===== src/rtl/next_pc_stage.sv =====
// rtl/next_pc_stage.sv - fetch PC register and next-group PC selection
//
// Purpose:
//   Owns the fetch PC. Each cycle it presents one FETCH_WIDTH-instruction group to
//   Fetch/BTB/I-cache and selects the next group PC from these sources, highest
//   priority first: recovery, pre-decode redirect, stall hold, BTB taken, sequential.
//
// Ports:
//   clk, rst                 clock, synchronous active-high reset
//   recoveryValid/PC         backend recovery request and target
//   decRedirect/PC           pre-decode redirect request and target
//   stall                    downstream cannot accept the group (holds PC)
//   haltReq                  stop fetching until the next redirect
//   btbHit, brPredTaken      per-slot BTB hit and predicted direction
//   btbOut                   per-slot BTB targets, slot i at [i*PC_WIDTH +: PC_WIDTH]
//   fetchStagePC             per-slot PCs, slot i = group base + i*INSN_BYTES
//   fetchStageIsValid        per-slot valid
//   icReadAddr               current (possibly mid-group) fetch PC
//   running                  fetch is in the RUN state

module next_pc_stage #(
  parameter int                  FETCH_WIDTH = 2,
  parameter int                  PC_WIDTH    = 32,
  parameter logic [PC_WIDTH-1:0] RESET_PC    = 32'h0000_1000,
  parameter int                  INSN_BYTES  = 4
) (
  input  logic                            clk,
  input  logic                            rst,
  input  logic                            recoveryValid,
  input  logic [PC_WIDTH-1:0]             recoveryPC,
  input  logic                            decRedirect,
  input  logic [PC_WIDTH-1:0]             decRedirectPC,
  input  logic                            stall,
  input  logic                            haltReq,
  input  logic [FETCH_WIDTH-1:0]          btbHit,
  input  logic [FETCH_WIDTH-1:0]          brPredTaken,
  input  logic [FETCH_WIDTH*PC_WIDTH-1:0] btbOut,
  output logic [FETCH_WIDTH*PC_WIDTH-1:0] fetchStagePC,
  output logic [FETCH_WIDTH-1:0]          fetchStageIsValid,
  output logic [PC_WIDTH-1:0]             icReadAddr,
  output logic                            running
);

  localparam int                  GROUP_BYTES = FETCH_WIDTH * INSN_BYTES;
  localparam int                  INSN_SHIFT  = $clog2(INSN_BYTES);
  localparam logic [PC_WIDTH-1:0] GB_PC       = PC_WIDTH'(GROUP_BYTES);
  localparam logic [PC_WIDTH-1:0] GB_MASK     = GB_PC - 1'b1;

  typedef enum logic [1:0] {
    ST_INIT,
    ST_RUN,
    ST_HALTED
  } state_t;

  state_t              state;
  logic [PC_WIDTH-1:0] pc_reg;

  logic [PC_WIDTH-1:0] group_base;
  logic [PC_WIDTH-1:0] start_slot;
  logic [PC_WIDTH-1:0] seq_pc;
  logic [PC_WIDTH-1:0] btb_target;
  logic                btb_taken;
  logic                active;
  logic                redir_valid;
  logic [PC_WIDTH-1:0] redir_pc;

  assign group_base = pc_reg & ~GB_MASK;
  // Slots before the entry point of an unaligned group are never issued.
  assign start_slot = (pc_reg & GB_MASK) >> INSN_SHIFT;
  // Wraps silently at the top of the address space.
  assign seq_pc     = group_base + GB_PC;

  // Reset forces outputs idle immediately, even if the state register still reads RUN.
  assign active     = (state == ST_RUN) && !rst;
  assign running    = active;
  assign icReadAddr = pc_reg;

  // Recovery beats pre-decode; a losing decRedirect is simply dropped.
  assign redir_valid = recoveryValid || decRedirect;
  assign redir_pc    = recoveryValid ? recoveryPC : decRedirectPC;

  // Walk the slots in order: a slot is valid from the entry point up to and including
  // the first predicted-taken branch; that branch also supplies the BTB target.
  always_comb begin
    fetchStagePC      = '0;
    fetchStageIsValid = '0;
    btb_taken         = 1'b0;
    btb_target        = '0;
    for (int i = 0; i < FETCH_WIDTH; i++) begin
      fetchStagePC[i*PC_WIDTH +: PC_WIDTH] = group_base + PC_WIDTH'(i * INSN_BYTES);
      if (active && (PC_WIDTH'(i) >= start_slot) && !btb_taken) begin
        fetchStageIsValid[i] = 1'b1;
        if (btbHit[i] && brPredTaken[i]) begin
          btb_taken  = 1'b1;
          btb_target = btbOut[i*PC_WIDTH +: PC_WIDTH];
        end
      end
    end
  end

  always_ff @(posedge clk) begin
    if (rst) begin
      pc_reg <= RESET_PC;
      state  <= ST_INIT;
    end else begin
      case (state)
        ST_INIT: begin
          // A redirect arriving before the first group replaces RESET_PC.
          if (redir_valid) begin
            pc_reg <= redir_pc;
          end
          state <= ST_RUN;
        end

        ST_RUN: begin
          if (redir_valid) begin
            // A redirect is honoured even while stalled; it also cancels a halt request.
            pc_reg <= redir_pc;
          end else begin
            if (!stall) begin
              pc_reg <= btb_taken ? btb_target : seq_pc;
            end
            if (haltReq) begin
              state <= ST_HALTED;
            end
          end
        end

        ST_HALTED: begin
          if (redir_valid) begin
            pc_reg <= redir_pc;
            state  <= ST_RUN;
          end
        end

        default: begin
          state <= ST_INIT;
        end
      endcase
    end
  end

endmodule


===== config.mk =====
export PLATFORM = sky130hd
export DESIGN_NAME = next_pc_stage
export DESIGN_NICKNAME = d
export VERILOG_FILES = /design/src/rtl/next_pc_stage.sv
export SDC_FILE = /design/constraint.sdc
export NUM_CORES = 1
export LEC_CHECK = 0
export CORE_MARGIN = 2
export CORE_UTILIZATION = 40
export DETAILED_ROUTE_END_ITERATION = 16
export PLACE_DENSITY = 0.95
export SLEW_MARGIN = 20
export SYNTH_ARGS = -nofsm -noshare
export SYNTH_HDL_FRONTEND = slang
export SYNTH_SLANG_ARGS = --single-unit

===== constraint.sdc =====
create_clock -name clk -period 4.25 [get_ports clk]
set_input_delay 1.0625 -clock clk [delete_from_list [all_inputs] [get_ports clk]]
set_output_delay 1.0625 -clock clk [all_outputs]
set_load 0.02 [all_outputs]

The clock network:
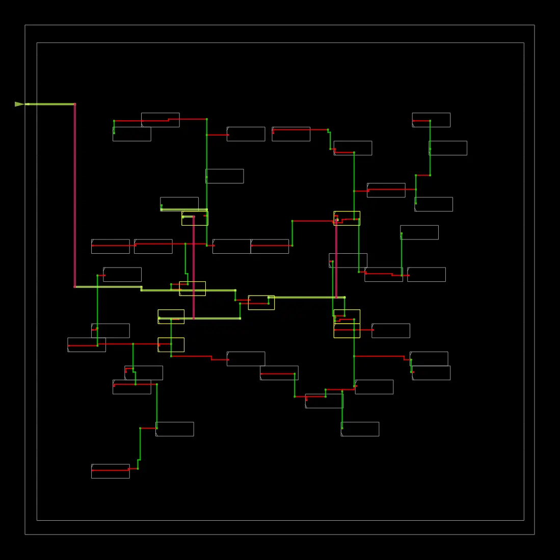
flip-flop and latch count: 34
Clk power: 0.000295 W
# clock sinks: 34

Routed clock nets over the placement:
The bar under the picture is 20 µm long.
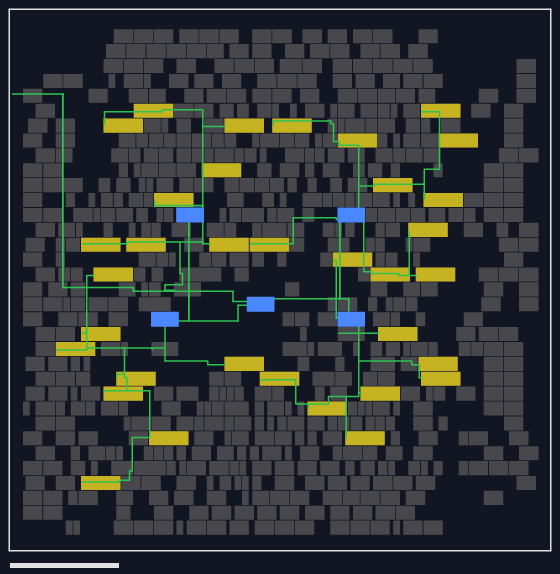
[blue] cells driving clock nets | count: 5
[yellow] flip-flops | count: 34
[green] clock wires | length: 575 µm
routed clock nets	6

Routed metal, one colour a layer:
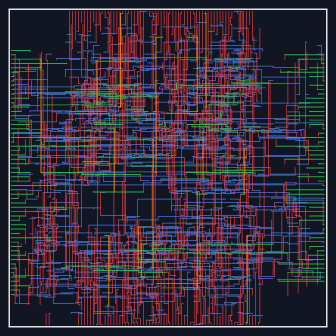
colour	layer	wire length
orange	met4	375 µm
blue	met1	5,370 µm
red	met2	6,860 µm
green	met3	1,430 µm

==> summary.txt <==
Results of the full flow below.

Global routing:
- The run puts the number of global-route vias before repair at between 4,000 and 5,000.
- The run gives the met2 capacity usage during global routing as 46.8%.
- The run gives the first-pass GRT wire length as approximately 22,000 µm.
- The run gives the layer with the highest usage as met2.
- The run gives the met3 global-route usage as 6.24%.
- The run puts the all-layer global routing usage at a little over a quarter.
- The run puts the overflow left after global routing at 0.

Final timing:
- The run gives the final-layout setup total negative slack as 0 ps.
- The run puts the post-route clock skew at 8.18 ps.
- The run puts the relative max-transition margin at 23.2%.
- The run puts the number of failing setup endpoints in the final timing report at 0.
- The run gives the count of final max-slew check failures as 0.
- The run gives the timing-limited maximum frequency as 260 MHz.
- The run gives the measured slew at the worst slew-check pin as 1140 ps.
- The worst path needs 3840 ps of the cycle, external delays included.
- The run gives the post-layout period usage of the worst path as about 90%.
- The run puts the final count of hold timing violations at 0.

Worst hold path:
- The run gives the worst min-delay path endpoint as icReadAddr[0].
- The run gives the hold path startpoint as icReadAddr[0].
- The most critical min-delay path falls under flop to flop.
- The run gives the hold path depth as 2.

Setup path:
- The run puts the buffer and inverter count on the worst path at 2.
- The run puts the flop-to-flop setup slack at approximately 1700 ps.
- Among all stages on the critical path, the maximum delay recorded is 630 ps.
- OpenSTA lists the critical path endpoint as fetchStageIsValid[0].
- The run puts the biggest fanout along the worst timing path at 11.
- In this run the critical register-to-register path is captured at icReadAddr[23].
- Among all stages on the critical path, the largest delay is contributed by clkdlybuf4s50_1.
- Data on the critical path arrives at its endpoint at 2780 ps.
- The critical path goes through clkdlybuf4s50_1 > or3b_4 > nor2_1 > clkdlybuf4s50_1.
- Per the timing report, the most critical flop-to-flop path originates at icReadAddr[2].
- In this run the worst setup path begins at rst.
- The run gives the required time at the worst-slack endpoint as about 3200 ps.
- In this run the number of cells on the critical path is 4.
- The run gives the critical path's top delay family as buffers and inverters.
- STA shows the worst reg2reg path with a cell count of 5.
- The critical path is of the primary input to output pin type.

Route:
- The run puts the remaining antenna violation count at 0.
- The run puts the number of optimization iterations in the first detailed-route pass at 5.
- The run gives the detail-routed net length per standard cell as 19.3 µm.
- The run gives the total wirelength of the detailed-routed design as 14,000 µm.
- The routed layout reports a DRC error count of 0.
- The run puts the ratio of routed vias to standard cells at 5.97.
- The run gives the detailed router's first-iteration violation count as 326.
- The run gives the number of vias after detailed routing as 4,348.

Synth:
- The run puts the share of async-settable or async-resettable flops after synthesis at 0%.
- By count the netlist is led by buf_4, dfxtp_1, nand2_1.
- The run puts the post-synthesis chip area from yosys at 3580 µm².
- The run gives the share of the yosys chip area belonging to registers as a little under a fifth.
- The run gives the top-area cell type share of the netlist area as 19.0%.
- The run puts the number of cells in the yosys synthesis report at approximately 460.
- The run gives the number of warnings printed during yosys synthesis as 0.
- The run puts the number of synthesized register bits at 34.
- The run puts the cell area after synthesis at ~3600 µm².
- The run gives the post-synthesis cell type count as 71.
- The run gives the post-synthesis instance total as 464.
- Yosys mapped a number of flops with a built-in enable equal to 0.
- Per the synth stats, the flop cell with the highest instance count is dfxtp_1.
- The run gives the dominant cell type by area after synthesis as dfxtp_1.
- The run gives the top cell type by instance count after synthesis as buf_4.
- For reference, the top cells by area after synthesis are dfxtp_1, buf_4, mux2i_1.
- The run gives the synthesized area divided by synthesized cell count as 7.72 µm².

Placed design:
- For this run the detailed placement stage logged an HPWL of around 11,000 µm.
- The run puts the global placer's final weighted congestion at ~0.9.
- The run gives the number of port buffers as 230.
- Once placement completed, the tool counted placed cells totaling 720.

Clock network:
- The run gives the number of hold buffers added after cts as 0.
- The run gives the deepest level of the CTS H-tree as 2.
- The run puts the insertion delay to the later sink of the worst-skew pair at about 290 ps.
- The run puts the number of buffers inserted during clock tree synthesis at 5.
- The run gives the TritonCTS clock tree as yes.
- The run puts the count of cells resized by post-cts repair at 0.
- The run puts the number of setup buffers added after CTS at 0.

Cells and area:
- For this run, the post-layout net count is ~760.
- The layout summary lists the proportion of cells stronger than drive strength 1 as 6.13%.
- Between the synthesized netlist and the finished layout, the area growth was recorded as 55.7%.
- The run puts the number of standard cells in the layout, taps in and fillers out at 728.

Floorplan:
- The run puts the initial cell density of the core at 41.1%.
- The die covers 9730 µm².
- The run gives the die span in x as between 90 and 100 µm.
- The run gives the vertical extent of the die as 98.6 µm.
- The run puts the I/O pin count at around 240.
- The run puts the number of placement rows at 34.

Power:
- The run puts the leakage component of the power at 2.04 nW.
- The report lists the power per cell area as 241 nW/µm².

Flow run:
- The tool warning count for the run is 26.
- The run gives the max-capacitance violation count as 0.

Outcome:
- The run finished with clean final reports.
Wires at chosen ports, followed through buffers:
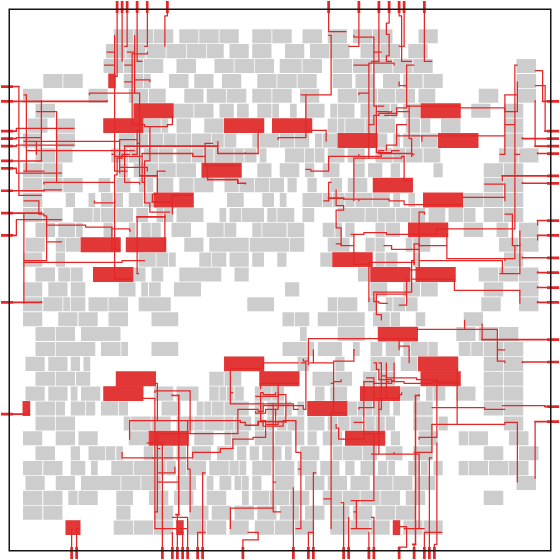
colour	port	bits	direction	edge	end cells	buffers	wire
red	fetchStagePC	64	output	22 bottom, 17 right, 13 top, 12 left	35	58	2,300 µm

Gate-type map:
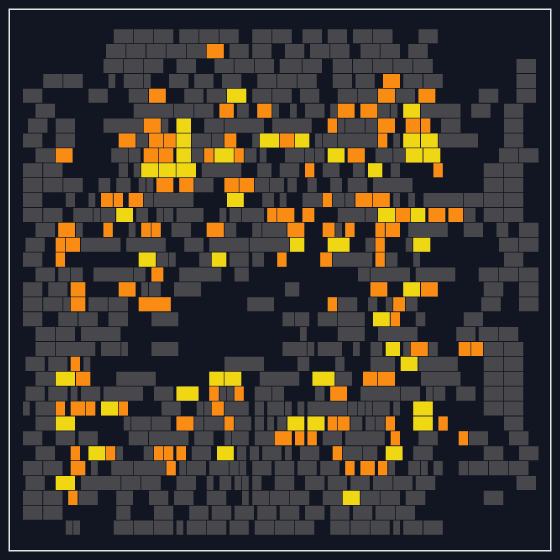
colour	family	cells
yellow	AND-OR and OR-AND gates	46
orange	inverting AOI/OAI gates	109

## power by group
part	internal (W)	switching, W	total (W)	leakage, nW
Sequential	0.000351	0.0000665	0.000418	0.283
Clock	0.000164	0.000131	0.000295	0.0575
Combinational	0.000341	0.000289	0.000630	1.70
## cell families after synthesis
group / Yosys count / share of synthesized area, %
AOI/OAI and AO/OA: 155 / 31.8
and+or+nand+nor: 143 / 22.1
buffers and inverters: 97 / 17.8
DFF: 34 / 19.0
muxes: 26 / 7.30
xor gates and xnor gates: 6 / 1.47
other: 2 / 0.210
adders and majority gates: 1 / 0.349
## area by class of cell
class | count | area (µm²)
Fill cell | 737 | 3140
Inverter | 5 | 18.8
Sequential cell | 34 | 681
Timing Repair Buffer | 236 | 2340
Clock buffer | 8 | 110
Tap cell | 108 | 135
Multi-Input combinational cell | 337 | 2290
## routing by layer
layer	vias up	part of all wire, %
met1	2020	38
met3	35	10
met5	-	0
met4	0	2.7
li1	2008	-
met2	285	49
## per-stage QoR
step | hold slack [ps] | util (%) | total power, W | setup slack [ps] | area, µm²
after global placement | 493 | 62.7 | 0.00104 | 424 | 5470
after global routing | 591 | 63.9 | 0.00140 | 340 | 5580
after CTS | 533 | 63.9 | 0.00134 | 407 | 5580
after detailed placement | 506 | 62.7 | 0.00105 | 415 | 5470
final | 529 | 63.9 | 0.00134 | 410 | 5580
after floorplan | 543 | - | 0.000777 | 1140 | 3600
## placed cells by master, fill, tap and decap left out, drive strengths merged, types with 8 or more instances in the layout
cell           count
clkdlybuf4s50    229
dfxtp             34
nand2             34
a21oi             26
mux2i             25
nor2              25
o21ai             22
nor3              18
nand3             14
a221oi            14
nor2b             11
a31oi              9
o31ai              9
a211oi             8
clkbuf             8
## sequential cells by signal (all words and copies together) (netlist names)
name	flops
icReadAddr	32
state	2
Power is estimated from default activity; no workload was simulated.
